$ cat src/rtl/fp_pkg.sv
// rtl/fp_pkg.sv - format helpers for the fp_add IEEE-754 adder
package fp_pkg;

    // Fields sized for the widest format; narrower formats use the low bits.
    typedef struct packed {
        logic        sign;
        logic [10:0] exp;
        logic [51:0] frac;
    } fp_fields_t;

    function automatic int exp_w_of(input int width);
        case (width)
            32:      return 8;
            64:      return 11;
            default: return 5;
        endcase
    endfunction

    function automatic int frac_w_of(input int width);
        case (width)
            32:      return 23;
            64:      return 52;
            default: return 10;
        endcase
    endfunction

    function automatic int bias_of(input int width);
        return (1 << (exp_w_of(width) - 1)) - 1;
    endfunction

    function automatic logic [63:0] inf_bits(input int width);
        return ((64'd1 << exp_w_of(width)) - 64'd1) << frac_w_of(width);
    endfunction

    function automatic logic [63:0] qnan_bits(input int width);
        return inf_bits(width) | (64'd1 << (frac_w_of(width) - 1));
    endfunction

    function automatic fp_fields_t fp_unpack(input int width, input logic [63:0] bits);
        fp_fields_t f;
        f.sign = |((bits >> (width - 1)) & 64'd1);
        f.exp  = 11'((bits >> frac_w_of(width)) & ((64'd1 << exp_w_of(width)) - 64'd1));
        f.frac = 52'(bits & ((64'd1 << frac_w_of(width)) - 64'd1));
        return f;
    endfunction

endpackage

$ cat src/rtl/fp_lzc.sv
// rtl/fp_lzc.sv - combinational leading-zero counter
module fp_lzc #(
    parameter int W = 14
) (
    input  logic [W-1:0]         data,
    output logic [$clog2(W):0]   count
);
    logic found;

    always_comb begin
        count = ($clog2(W)+1)'(W);
        found = 1'b0;
        for (int i = W - 1; i >= 0; i--) begin
            if (!found && data[i]) begin
                count = ($clog2(W)+1)'(W - 1 - i);
                found = 1'b1;
            end
        end
    end
endmodule

$ cat src/rtl/fp_add.sv
// rtl/fp_add.sv - 2-stage pipelined IEEE-754 adder; FP_ADD_FTZ_EN enables flush-to-zero
module fp_add
    import fp_pkg::*;
#(
    parameter int WIDTH = 16
) (
    input  logic             clk,
    input  logic             rst_n,
    input  logic [WIDTH-1:0] a,
    input  logic [WIDTH-1:0] b,
    output logic [WIDTH-1:0] result
);
    localparam int EXP_W  = exp_w_of(WIDTH);
    localparam int FRAC_W = frac_w_of(WIDTH);
    localparam int SIG_W  = FRAC_W + 1;
    localparam int EXT_W  = SIG_W + 3;
    localparam int SUM_W  = EXT_W + 1;
    localparam int LZ_W   = $clog2(EXT_W) + 1;
    localparam logic [EXP_W-1:0] EXP_MAX = '1;
    localparam logic [EXP_W:0]   EXP1    = {{EXP_W{1'b0}}, 1'b1};
    localparam logic [WIDTH-1:0] QNAN    = WIDTH'(qnan_bits(WIDTH));

    if (!(WIDTH == 16 || WIDTH == 32 || WIDTH == 64)) begin : g_bad_width
        $error("fp_add: unsupported WIDTH %0d", WIDTH);
    end

    fp_fields_t ua, ub;
    logic [EXP_W-1:0]  ea, eb, xa, xb, x_big, x_small, d;
    logic [FRAC_W-1:0] fa, fb;
    logic [SIG_W-1:0]  ma, mb, m_big, m_small;
    logic [EXT_W-1:0]  ext_s, shifted, aligned;
    logic [SUM_W-1:0]  sum;
    logic              s_big, swap, sticky, a_nan, b_nan, a_inf, b_inf;
    logic              special;
    logic [WIDTH-1:0]  special_val;

    assign ua = fp_unpack(WIDTH, 64'(a));
    assign ub = fp_unpack(WIDTH, 64'(b));
    assign ea = EXP_W'(ua.exp);
    assign eb = EXP_W'(ub.exp);
    assign fa = FRAC_W'(ua.frac);
    assign fb = FRAC_W'(ub.frac);

`ifdef FP_ADD_FTZ_EN
    assign ma = (ea == '0) ? '0 : {1'b1, fa};
    assign mb = (eb == '0) ? '0 : {1'b1, fb};
`else
    assign ma = {ea != '0, fa};
    assign mb = {eb != '0, fb};
`endif
    // Subnormals share the exponent of the smallest normal.
    assign xa = (ea == '0) ? EXP_W'(1) : ea;
    assign xb = (eb == '0) ? EXP_W'(1) : eb;

    assign a_nan = (ea == EXP_MAX) && (fa != '0);
    assign b_nan = (eb == EXP_MAX) && (fb != '0);
    assign a_inf = (ea == EXP_MAX) && (fa == '0);
    assign b_inf = (eb == EXP_MAX) && (fb == '0);

    assign swap    = {eb, fb} > {ea, fa};
    assign x_big   = swap ? xb : xa;
    assign x_small = swap ? xa : xb;
    assign m_big   = swap ? mb : ma;
    assign m_small = swap ? ma : mb;
    assign s_big   = swap ? ub.sign : ua.sign;
    assign d       = x_big - x_small;

    // Shifts past the field leave zero data and fold everything into sticky.
    assign ext_s   = {m_small, 3'b000};
    assign shifted = ext_s >> d;
    assign sticky  = |(ext_s & ~({EXT_W{1'b1}} << d));
    assign aligned = {shifted[EXT_W-1:1], shifted[0] | sticky};
    assign sum     = (ua.sign ^ ub.sign) ? {1'b0, m_big, 3'b000} - {1'b0, aligned}
                                         : {1'b0, m_big, 3'b000} + {1'b0, aligned};

    always_comb begin
        special     = 1'b1;
        special_val = QNAN;
        if (a_nan || b_nan || (a_inf && b_inf && (ua.sign != ub.sign)))
            special_val = QNAN;
        else if (a_inf)
            special_val = a;
        else if (b_inf)
            special_val = b;
        else
            special = 1'b0;
    end

    logic             s1_special, s1_sign;
    logic [WIDTH-1:0] s1_special_val;
    logic [EXP_W:0]   s1_exp;
    logic [SUM_W-1:0] s1_sum;

    always_ff @(posedge clk or negedge rst_n) begin
        if (!rst_n) begin
            s1_special     <= 1'b0;
            s1_special_val <= '0;
            s1_sign        <= 1'b0;
            s1_exp         <= '0;
            s1_sum         <= '0;
        end else begin
            s1_special     <= special;
            s1_special_val <= special_val;
            s1_sign        <= (sum == '0) ? (ua.sign & ub.sign) : s_big;
            s1_exp         <= {1'b0, x_big};
            s1_sum         <= sum;
        end
    end

    logic [LZ_W-1:0]   lz;
    logic [EXP_W:0]    lz_e, shamt, exp_n, exp_r;
    logic [EXT_W-1:0]  norm;
    logic [SIG_W:0]    mant;
    logic [FRAC_W-1:0] frac_r;
    logic              round_up;
    logic [WIDTH-1:0]  res_n;

    fp_lzc #(.W(EXT_W)) u_lzc (
        .data  (s1_sum[EXT_W-1:0]),
        .count (lz)
    );

    always_comb begin
        lz_e  = (EXP_W+1)'(lz);
        shamt = '0;
        if (s1_sum[SUM_W-1]) begin
            norm  = {s1_sum[SUM_W-1:2], |s1_sum[1:0]};
            exp_n = s1_exp + EXP1;
        end else begin
            // Stop normalizing at the minimum exponent; the rest stays subnormal.
            shamt = (lz_e < s1_exp - EXP1) ? lz_e : s1_exp - EXP1;
            norm  = s1_sum[EXT_W-1:0] << shamt;
            exp_n = s1_exp - shamt;
        end
        round_up = norm[2] & (norm[1] | norm[0] | norm[3]);
        mant     = {1'b0, norm[EXT_W-1:3]} + {{SIG_W{1'b0}}, round_up};
        if (mant[SIG_W]) begin
            exp_r  = exp_n + EXP1;
            frac_r = '0;
        end else begin
            exp_r  = mant[SIG_W-1] ? exp_n : '0;
            frac_r = mant[FRAC_W-1:0];
        end
        if (s1_special)
            res_n = s1_special_val;
        else if (s1_sum == '0)
            res_n = {s1_sign, {(WIDTH-1){1'b0}}};
        else if (exp_r >= {1'b0, EXP_MAX})
            res_n = {s1_sign, EXP_MAX, {FRAC_W{1'b0}}};
`ifdef FP_ADD_FTZ_EN
        else if (exp_r == '0)
            res_n = {s1_sign, {(WIDTH-1){1'b0}}};
`endif
        else
            res_n = {s1_sign, exp_r[EXP_W-1:0], frac_r};
    end

    always_ff @(posedge clk or negedge rst_n) begin
        if (!rst_n)
            result <= '0;
        else
            result <= res_n;
    end
endmodule

$ cat config.mk
export PLATFORM = sky130hd
export DESIGN_NAME = fp_add
export DESIGN_NICKNAME = d
export VERILOG_FILES = /design/src/rtl/fp_pkg.sv /design/src/rtl/fp_lzc.sv /design/src/rtl/fp_add.sv
export SDC_FILE = /design/constraint.sdc
export NUM_CORES = 1
export LEC_CHECK = 0
export ABC_AREA = 0
export CAP_MARGIN = 20
export CORE_AREA = 2 2 120 122
export DETAILED_ROUTE_END_ITERATION = 6
export DIE_AREA = 0 0 122 124
export GPL_TIMING_DRIVEN = 0
export PLACE_DENSITY = 0.65
export SYNTH_ARGS = -nofsm -noshare
export SYNTH_HDL_FRONTEND = slang
export SYNTH_SLANG_ARGS = --single-unit
$ cat constraint.sdc
create_clock -name clk -period 7.85 [get_ports clk]
set_input_delay 1.57 -clock clk [delete_from_list [all_inputs] [get_ports clk]]
set_output_delay 1.57 -clock clk [all_outputs]
set_load 0.005 [all_outputs]
==> results.json, run 1 <==
{
  "crit_slowest_cell": "or4_4",
  "yosysUniqueCellTypes": 96,
  "gr-total-overflow": 0,
  "yosys_most_used_dff": "dfrtp_1",
  "tightest_slew_ns": 0.9739,
  "outcome": "finished, violations left",
  "leakage_nw": 3.601,
  "yosysMostFrequentCell": "nand2_1",
  "violations": "setup timing",
  "slew_viol_final": 0,
  "p_per_area_nw_per_um2": 382.5,
  "ios": 50,
  "met3_length_mm": 1.080,
  "core_util_floorplan_pct": 49.58,
  "period_needed_ns": 8.738,
  "critPathRequiredTime_ns": 8.03,
  "slowest_delay_ns": 0.50,
  "setup_viol": 1,
  "rrSetupSlack_ns": 1.31,
  "hold_viol": 0,
  "period_used_pct": 111.3,
  "min_from": "s1_special_val[6]",
  "crit_path_start_kind": "input pin",
  "cts_max_path_buffers": 2,
  "max_slew_margin_pct": 34.38,
  "hp-class": "flop to flop",
  "min_to": "result[6]",
  "setup_ws_ns": -0.8878,
  "async_flop_share_pct": 100.0
}
==> run 1: sequential cells by signal, indices dropped and copies added (netlist names) <==
signal and flops:
result 16, s1_special_val 16, s1_sum 15, s1_exp 5
s1_sign 1, s1_special 1
==> run 1: worst max-delay path by stage <==
stage / endpoint / slack, ns / start
after global placement: s1_sign / -2.63 / a[9]
final: s1_sign / -0.89 / a[13]
after detailed placement: s1_sign / -2.85 / a[9]
after floorplan: s1_sign / -0.70 / a[14]
after CTS: s1_sign / -0.82 / a[14]
after global routing: s1_sign / -1.29 / a[5]
==> run 1: kinds of logic after synthesis <==
logic type / Yosys count / share of synthesized area [%]
AND/OR/NAND/NOR: 291 / 20.86
AND-OR/OR-AND: 280 / 29.47
buffers and inverters: 99 / 5.923
adder cells (fa/ha/maj): 56 / 10.63
flip-flops: 54 / 19.87
multiplexers: 48 / 9.014
XOR/XNOR: 32 / 4.121
other: 2 / 0.1104
==> run 1: through the flow <==
| stage | power [mW] | util [%] | area [um^2] |
|---|---|---|---|
| 6_report | 3.203 | 61.04 | 8374 |
| 5_1_grt | 3.443 | 61.04 | 8374 |
| 4_1_cts | 3.151 | 60.90 | 8356 |
| 3_5_place_dp | 2.754 | 56.16 | 7705 |
| 3_3_place_gp | 2.733 | 56.05 | 7690 |
| 2_1_floorplan | 2.119 | - | 6974 |
==> run 1: layout make-up <==
type	instances	area, um^2
Multi-Input combinational cell	721	5428
Fill cell	1249	5345
Sequential cell	54	1351
Timing Repair Buffer	77	696.9
Buffer	36	269.0
Inverter	63	249.0
Tap cell	180	225.2
Clock buffer	6	138.9
Clock inverter	2	16.27
==> run 1: timing repair <==
item,in CTS,in global routing
resized,154,2
setup endpoints to repair,11,1
pin swaps,34,5
setup buffers,25,2
==> run 1: power breakdown <==
| group | internal [mW] | switching (mW) |
|---|---|---|
| logic | 1.04 | 1.46 |
| registers | 0.376 | 0.0959 |
| clock network | 0.128 | 0.101 |
| total | 1.54 | 1.66 |
==> run 1: layout by cell type (no fill, tap or decap), drive strengths merged, types with 7 or more instances in the layout <==
cell type      instances
a211oi                20
a21o                  13
a21oi                 60
a221oi                 7
a31oi                  7
and2                  10
buf                   48
clkbuf                29
clkdlybuf4s15         20
clkdlybuf4s50         18
conb                  14
dfrtp                 54
ha                    53
inv                   63
mux2i                 32
mux4                  10
nand2                 99
nand2b                11
nand3                 18
nor2                  74
nor3                  26
nor4                  11
o211ai                12
o21ai                 58
o21bai                12
o22ai                  7
o31ai                 18
o41ai                  9
or2                    7
or4                    7
xnor2                 23
xor2                   9
==> run 1: routing by layer <==
| metal | up-vias | GRT usage (%) |
|---|---|---|
| met3 | 85 | 3.114 |
| met4 | 0 | 16.52 |
| met5 | - | 0 |
| li1 | 3384 | - |
| met2 | 305 | 58.34 |
| met1 | 3556 | 35.19 |
==> run 1: worst max-delay path, delay by kind of cell <==
kind	cells	cell delay, ns
AOI/OAI and AO/OA	15	2.75
adders and majority gates	3	0.96
buffers and inverters	7	1.32
muxes	1	0.34
and+or+nand+nor	9	1.95
### Signal metal coverage by tile, run 1

The die is cut into 24 by 25 equal tiles; dark blue is low, red is high, scaled to the fullest tile. Values are wire area over tile area, all layers added.
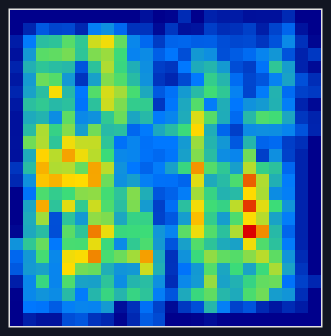
fullest tile = 0.77
mean over tiles = 0.25
tiles over half the peak = 23%
emptiest ninth of the die = top right
densest ninth of the die = left middle
nearly empty tiles = 8.5%
Total GRT Usage: 31.30%
via count: 7,330
wire per inst: 20.42 um
WL final: 23.25 mm

### Cells colored by class, run 1

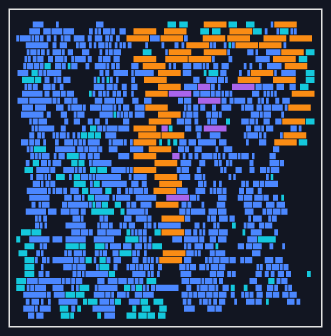
flops -> orange  # cells 54
combinational and other logic -> blue  # cells 784
clock drivers and dummy loads -> purple  # cells 8
other buffers and delay cells -> cyan  # cells 113

### Clock wiring as the flow saved it, run 1

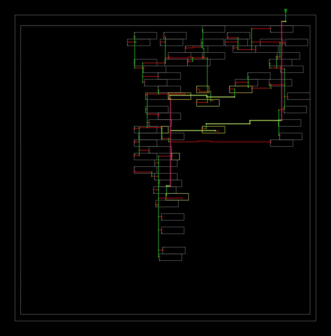
CTS Buf Count: 5
Worst-Skew Late Latency: 0.29 ns
clk_skew: 0.008431 ns
Flops: 54
clock group power: 0.230 mW

### Signal wires on met4, run 1

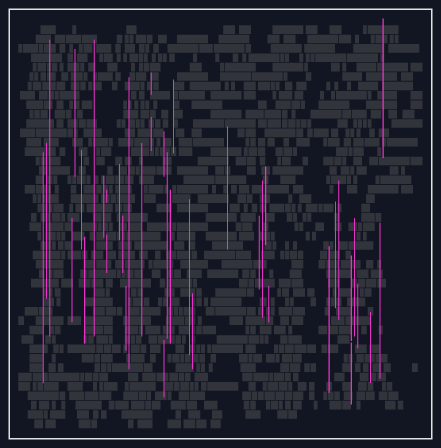

==> run 2: changes to the inputs <==
CELL_PAD_IN_SITES_DETAIL_PLACEMENT = 1   (was unset)
CELL_PAD_IN_SITES_GLOBAL_PLACEMENT = 1   (was unset)
CORE_AREA = 2 2 121 123   (was 2 2 120 122)
DIE_AREA = 0 0 123 125   (was 0 0 122 124)
PLACE_DENSITY = 0.83   (was 0.65)
### Signal wires on met4, run 2

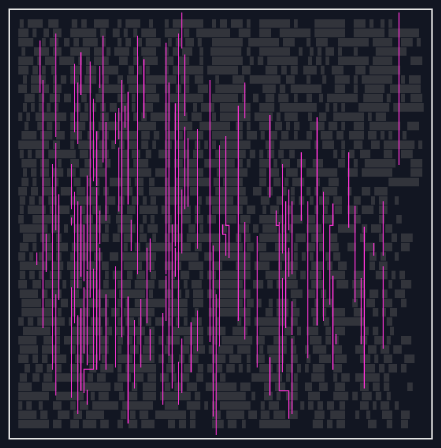
main direction = vertical
longest straight run = 85.7 um
share of all routed wire = 8.7%
wire length on this layer = 2,980 um
nets with wire on the layer = 100
WL final: 34.36 mm
via count: 8,383

### Clock distribution, run 2

Scale bar: 20 um.
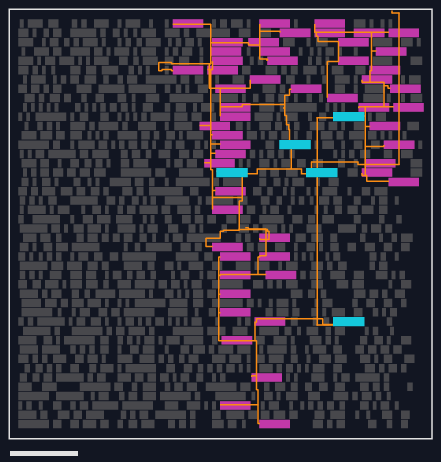
clock drivers -> cyan  # count 5
flip-flops -> magenta  # count 54
clock wires -> orange  # length 757 um
routed clock nets = 6
clk_skew: 0.008037 ns
clock group power: 0.269 mW
Worst-Skew Late Latency: 0.31 ns

==> run 2 against run 1 <==
  * The flow still finishes with violations (setup timing)
  * Maximum frequency decreased by 3.8%
  * Combinational power up 18%
  * Synthesized cell count is the same
  * Synthesized area unchanged
  * Global-route usage rose by 7.3 points
  * Die area grew 1.6%
  * Routed wire length is 48% higher
  * Clock-buffer cell count decreased by 1
  * Via count is 14% higher
  * Largest power group unchanged
  * First-iteration DRC count up 37%
  * Non-clock buffer count grew 42
==> results.json, run 2 <==
{
  "min_from": "s1_special_val[2]",
  "setup_viol": 1,
  "lay_top_count": "nand2_1",
  "p_per_area_nw_per_um2": 404.6,
  "ios": 50,
  "min_to": "result[2]",
  "yosysUniqueCellTypes": 96,
  "hold_viol": 0,
  "gr-total-overflow": 0,
  "p_int_mw": 1.700,
  "tightest_slew_ns": 1.003,
  "switchingPower_mw": 2.003,
  "yosysMostFrequentCell": "nand2_1",
  "setup_ws_ns": -1.236,
  "rrSetupSlack_ns": 0.83,
  "violations": "setup timing",
  "wl_per_cell_um": 28.97,
  "p_comb_share_pct": 79.5,
  "cts_max_path_buffers": 2,
  "hp-class": "flop to flop",
  "outcome": "finished, violations left",
  "crit_slowest_cell": "fa_2",
  "core_util_floorplan_pct": 47.89,
  "switching_share_pct": 54.10,
  "reg_top3": "result: 16 flops, s1_special_val: 16 flops, s1_sum: 15 flops"
}
==> run 2: cell counts after synthesis <==
Identical to the previous run, type by type.
==> run 2: worst max-delay path, delay by kind of cell <==
kind,cells,cell delay [ns]
buffers and inverters,6,0.85
adder cells (fa/ha/maj),4,1.21
AND/OR/NAND/NOR,10,2.18
AND-OR/OR-AND,16,2.84
XOR/XNOR,1,0.27
multiplexers,1,0.33
==> run 2: logic make-up after synthesis <==
family / Yosys count / synth area share [%]
compound gates: 280 / 29.47
fa+ha+maj: 56 / 10.63
mux: 48 / 9.014
flops: 54 / 19.87
simple gates: 291 / 20.86
other cells: 2 / 0.1104
xor+xnor: 32 / 4.121
buf+inv: 99 / 5.923
==> run 2: power groups by stage <==
stage / sequential [mW] / clock, mW / combinational [mW]
floorplan: 0.438 / 0 / 1.68
global placement: 0.479 / 0 / 2.24
detailed placement: 0.481 / 0 / 2.33
CTS: 0.475 / 0.257 / 2.56
global route: 0.494 / 0.277 / 3.10
finish: 0.490 / 0.269 / 2.94
==> run 2: cell type report <==
cell class                 count  area (um^2)  share of cell area, %
inverter                      63        271.5                  2.967
sequential                    54         1351                  14.77
clock inverter                 3        47.55                 0.5196
tap                          184        230.2                  2.516
multi-input combinational    722         5824                  63.65
clock buffer                   5        125.1                  1.367
timing repair buffer         122         1040                  11.36
buffer                        33        261.5                  2.858
==> run 2: per-layer routing <==
| metal | vias to the layer above | track usage (%) | wire length [um] |
|---|---|---|---|
| li1 | 3458 | - | - |
| met1 | 4080 | 44.57 | 12230 |
| met2 | 613 | 67.14 | 16640 |
| met3 | 232 | 3.923 | 2514 |
| met4 | 0 | 24.73 | 2978 |
| met5 | - | 0 | 0 |
==> run 2: what timing repair did <==
action / 4_1_cts / 5_1_grt
resized: 248 / 82
pin swaps: 51 / 59
endpoints found under the setup margin: 11 / 1
buffers inserted: 41 / 32
gates cloned: 0 / 1
==> run 2: worst max path at each step <==
stage / end / slack (ns) / cells after the start
4_1_cts: s1_sign / -0.93 / 39
3_3_place_gp: s1_sign / -2.76 / 34
3_5_place_dp: s1_sign / -3.03 / 35
6_report: s1_sign / -1.24 / 38
5_1_grt: s1_sign / -1.37 / 38
2_1_floorplan: s1_sign / -0.70 / 39
==> run 2: per-stage QoR <==
step                cells  setup TNS [ns]  instance area (um^2)  util [%]  total power [mW]
finish               1186          -1.236                  9151     64.43             3.703
CTS                  1157         -0.9307                  8651     60.91             3.297
detailed placement   1108          -12.14                  7710     54.28             2.809
global route         1186          -1.371                  9151     64.43             3.868
floorplan             874         -0.7033                  6974         -             2.119
global placement     1107          -9.095                  7695     54.18             2.717
==> run 3: changes to the inputs <==
ABC_CLOCK_PERIOD_IN_PS = 7850   (was unset)
### Clock distribution, run 3

Scale bar: 20 um.
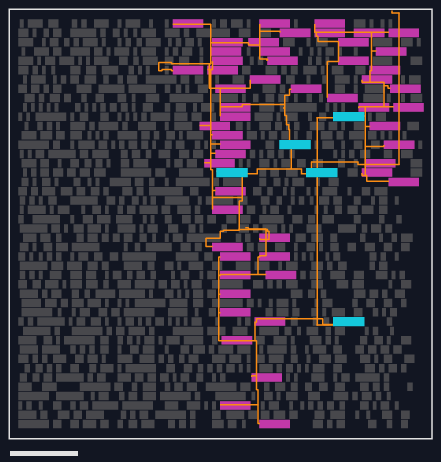
flip-flops -> magenta  # count 54
clock drivers -> cyan  # count 5
clock wires -> orange  # length 757 um
routed clock nets = 6
Clock Power Share: 7.3%

==> run 3 against run 2 <==
  * The run still ends with setup timing left
  * Hold slack is the same
  * Combinational power is essentially flat
  * Clock power is essentially flat
  * Cell area is the same
  * Flip-flop count is the same
  * Synthesized cell count is the same
  * Die area is the same
  * Non-clock buffer count is the same
  * Total power is the same
  * First-iteration DRC count is the same
  * Maximum frequency is the same
  * Sequential share of layout area is the same
  * Critical endpoint unchanged
  * Largest cell class unchanged
==> results.json, run 3 <==
{
  "outcome": "finished, violations left",
  "violations": "setup timing",
  "dp.cells": 1108,
  "ios": 50,
  "logic_family": "AND-OR/OR-AND gates",
  "yosysUniqueCellTypes": 96,
  "placed_cell_area_um2": 7710,
  "switchingPower_mw": 2.003,
  "gr-total-overflow": 0,
  "wl_mm": 34.36,
  "p_int_mw": 1.700,
  "crit_path_start_kind": "input pin",
  "slew_viol_final": 0,
  "wl_per_cell_um": 28.97,
  "p_comb_share_pct": 79.5,
  "cts_max_path_buffers": 2,
  "warnings": 42,
  "setup_viol": 1,
  "yosys_most_used_dff": "dfrtp_1",
  "period_needed_ns": 9.086,
  "p_per_area_nw_per_um2": 404.6,
  "async_flop_share_pct": 100.0,
  "ys_sh_simple_pct": 20.86,
  "crit_slowest_cell": "fa_2",
  "slowest_delay_ns": 0.47,
  "cts_made_buffers": 5,
  "yosysMostFrequentCell": "nand2_1",
  "leakage_nw": 3.911,
  "compound_area_share_pct": 29.47,
  "switching_share_pct": 54.10,
  "lay_top_count": "nand2_1",
  "tightest_slew_ns": 1.003,
  "setup_ws_ns": -1.236,
  "vias": 8383,
  "grt.total_usage_pct": 38.61,
  "fin_area_um2": 9151,
  "lay_top_cells": "nand2_1 (93), buf_4 (73), nor2_1 (67), dfrtp_1 (54), o21ai_0 (45)",
  "hold_viol": 0,
  "instances_no_fill": 1186,
  "muxShareOfSynthArea_pct": 9.014,
  "critPathRequiredTime_ns": 8.05,
  "worstSetupStartpoint": "b[9]"
}
### Cells colored by class, run 3

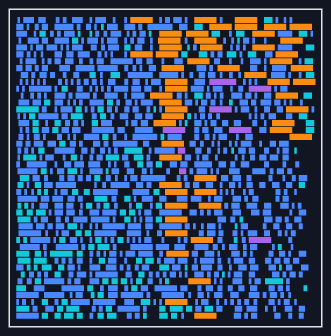
flops -> orange  # cells 54
other buffers and delay cells -> cyan  # cells 155
clock drivers and dummy loads -> purple  # cells 8
combinational and other logic -> blue  # cells 785
final core occ: 64.43%
row count: 44
core area: 14,200 um^2

run 3: cell counts in the layout (fill, tap and decap cells not counted):
Identical to the previous run, type by type.
run 3: metal layers:
layer / vias up / part of all wire (%) / GRT usage [%]
li1: 3458 / - / -
met1: 4080 / 36 / 44.57
met2: 613 / 48 / 67.14
met5: - / 0 / 0
met4: 0 / 8.7 / 24.73
met3: 232 / 7.3 / 3.923
run 3: worst max-delay path, delay by kind of cell:
kind	cells	cell delay, ns
compound gates	16	2.84
xor+xnor	1	0.27
fa+ha+maj	4	1.21
buf+inv	6	0.85
mux	1	0.33
simple gates	10	2.18
run 3: worst paths after layout:
path	to	slack, ns	depth (start not counted)
max	s1_sign	-1.24	38
min	result[2]	0.47	2
max reg2reg	result[9]	0.83	22
min reg2reg	result[2]	0.47	2
max in group asynchronous	result[5]	6.09	2
min in group asynchronous	s1_special_val[6]	1.20	1
run 3: kinds of logic (layout without fill, tap and decap cells):
logic type / after synthesis / after routing
AND-OR/OR-AND: 280 / 280
XOR/XNOR: 32 / 33
flip-flops: 54 / 54
buffers and inverters: 99 / 226
AND/OR/NAND/NOR: 291 / 291
other: 2 / 14
multiplexers: 48 / 48
adder cells (fa/ha/maj): 56 / 56
run 3: cell type report:
class | count | area [um^2]
Buffer | 33 | 261.5
Clock buffer | 5 | 125.1
Clock inverter | 3 | 47.55
Fill cell | 1633 | 5052
Inverter | 63 | 271.5
Multi-Input combinational cell | 722 | 5824
Sequential cell | 54 | 1351
Tap cell | 184 | 230.2
Timing Repair Buffer | 122 | 1040
run 3: power by group through the flow:
stage / logic [mW] / clock network [mW] / registers, mW
4_1_cts: 2.56 / 0.257 / 0.475
5_1_grt: 3.10 / 0.277 / 0.494
3_3_place_gp: 2.24 / 0 / 0.479
6_report: 2.94 / 0.269 / 0.490
3_5_place_dp: 2.33 / 0 / 0.481
2_1_floorplan: 1.68 / 0 / 0.438
run 3: repair_timing:
| item | CTS | global route |
|---|---|---|
| endpoints found under the setup margin | 11 | 1 |
| setup buffers | 41 | 32 |
| resized | 248 | 82 |
| pin swaps | 51 | 59 |
| cloned | 0 | 1 |
run 3: per-stage QoR:
stage	total power, mW	setup TNS (ns)
floorplan	2.119	-0.7033
global placement	2.717	-9.095
detailed placement	2.809	-12.14
CTS	3.297	-0.9307
global route	3.868	-1.371
finish	3.703	-1.236
No activity file was given, so power comes from the tool's default toggle rates.
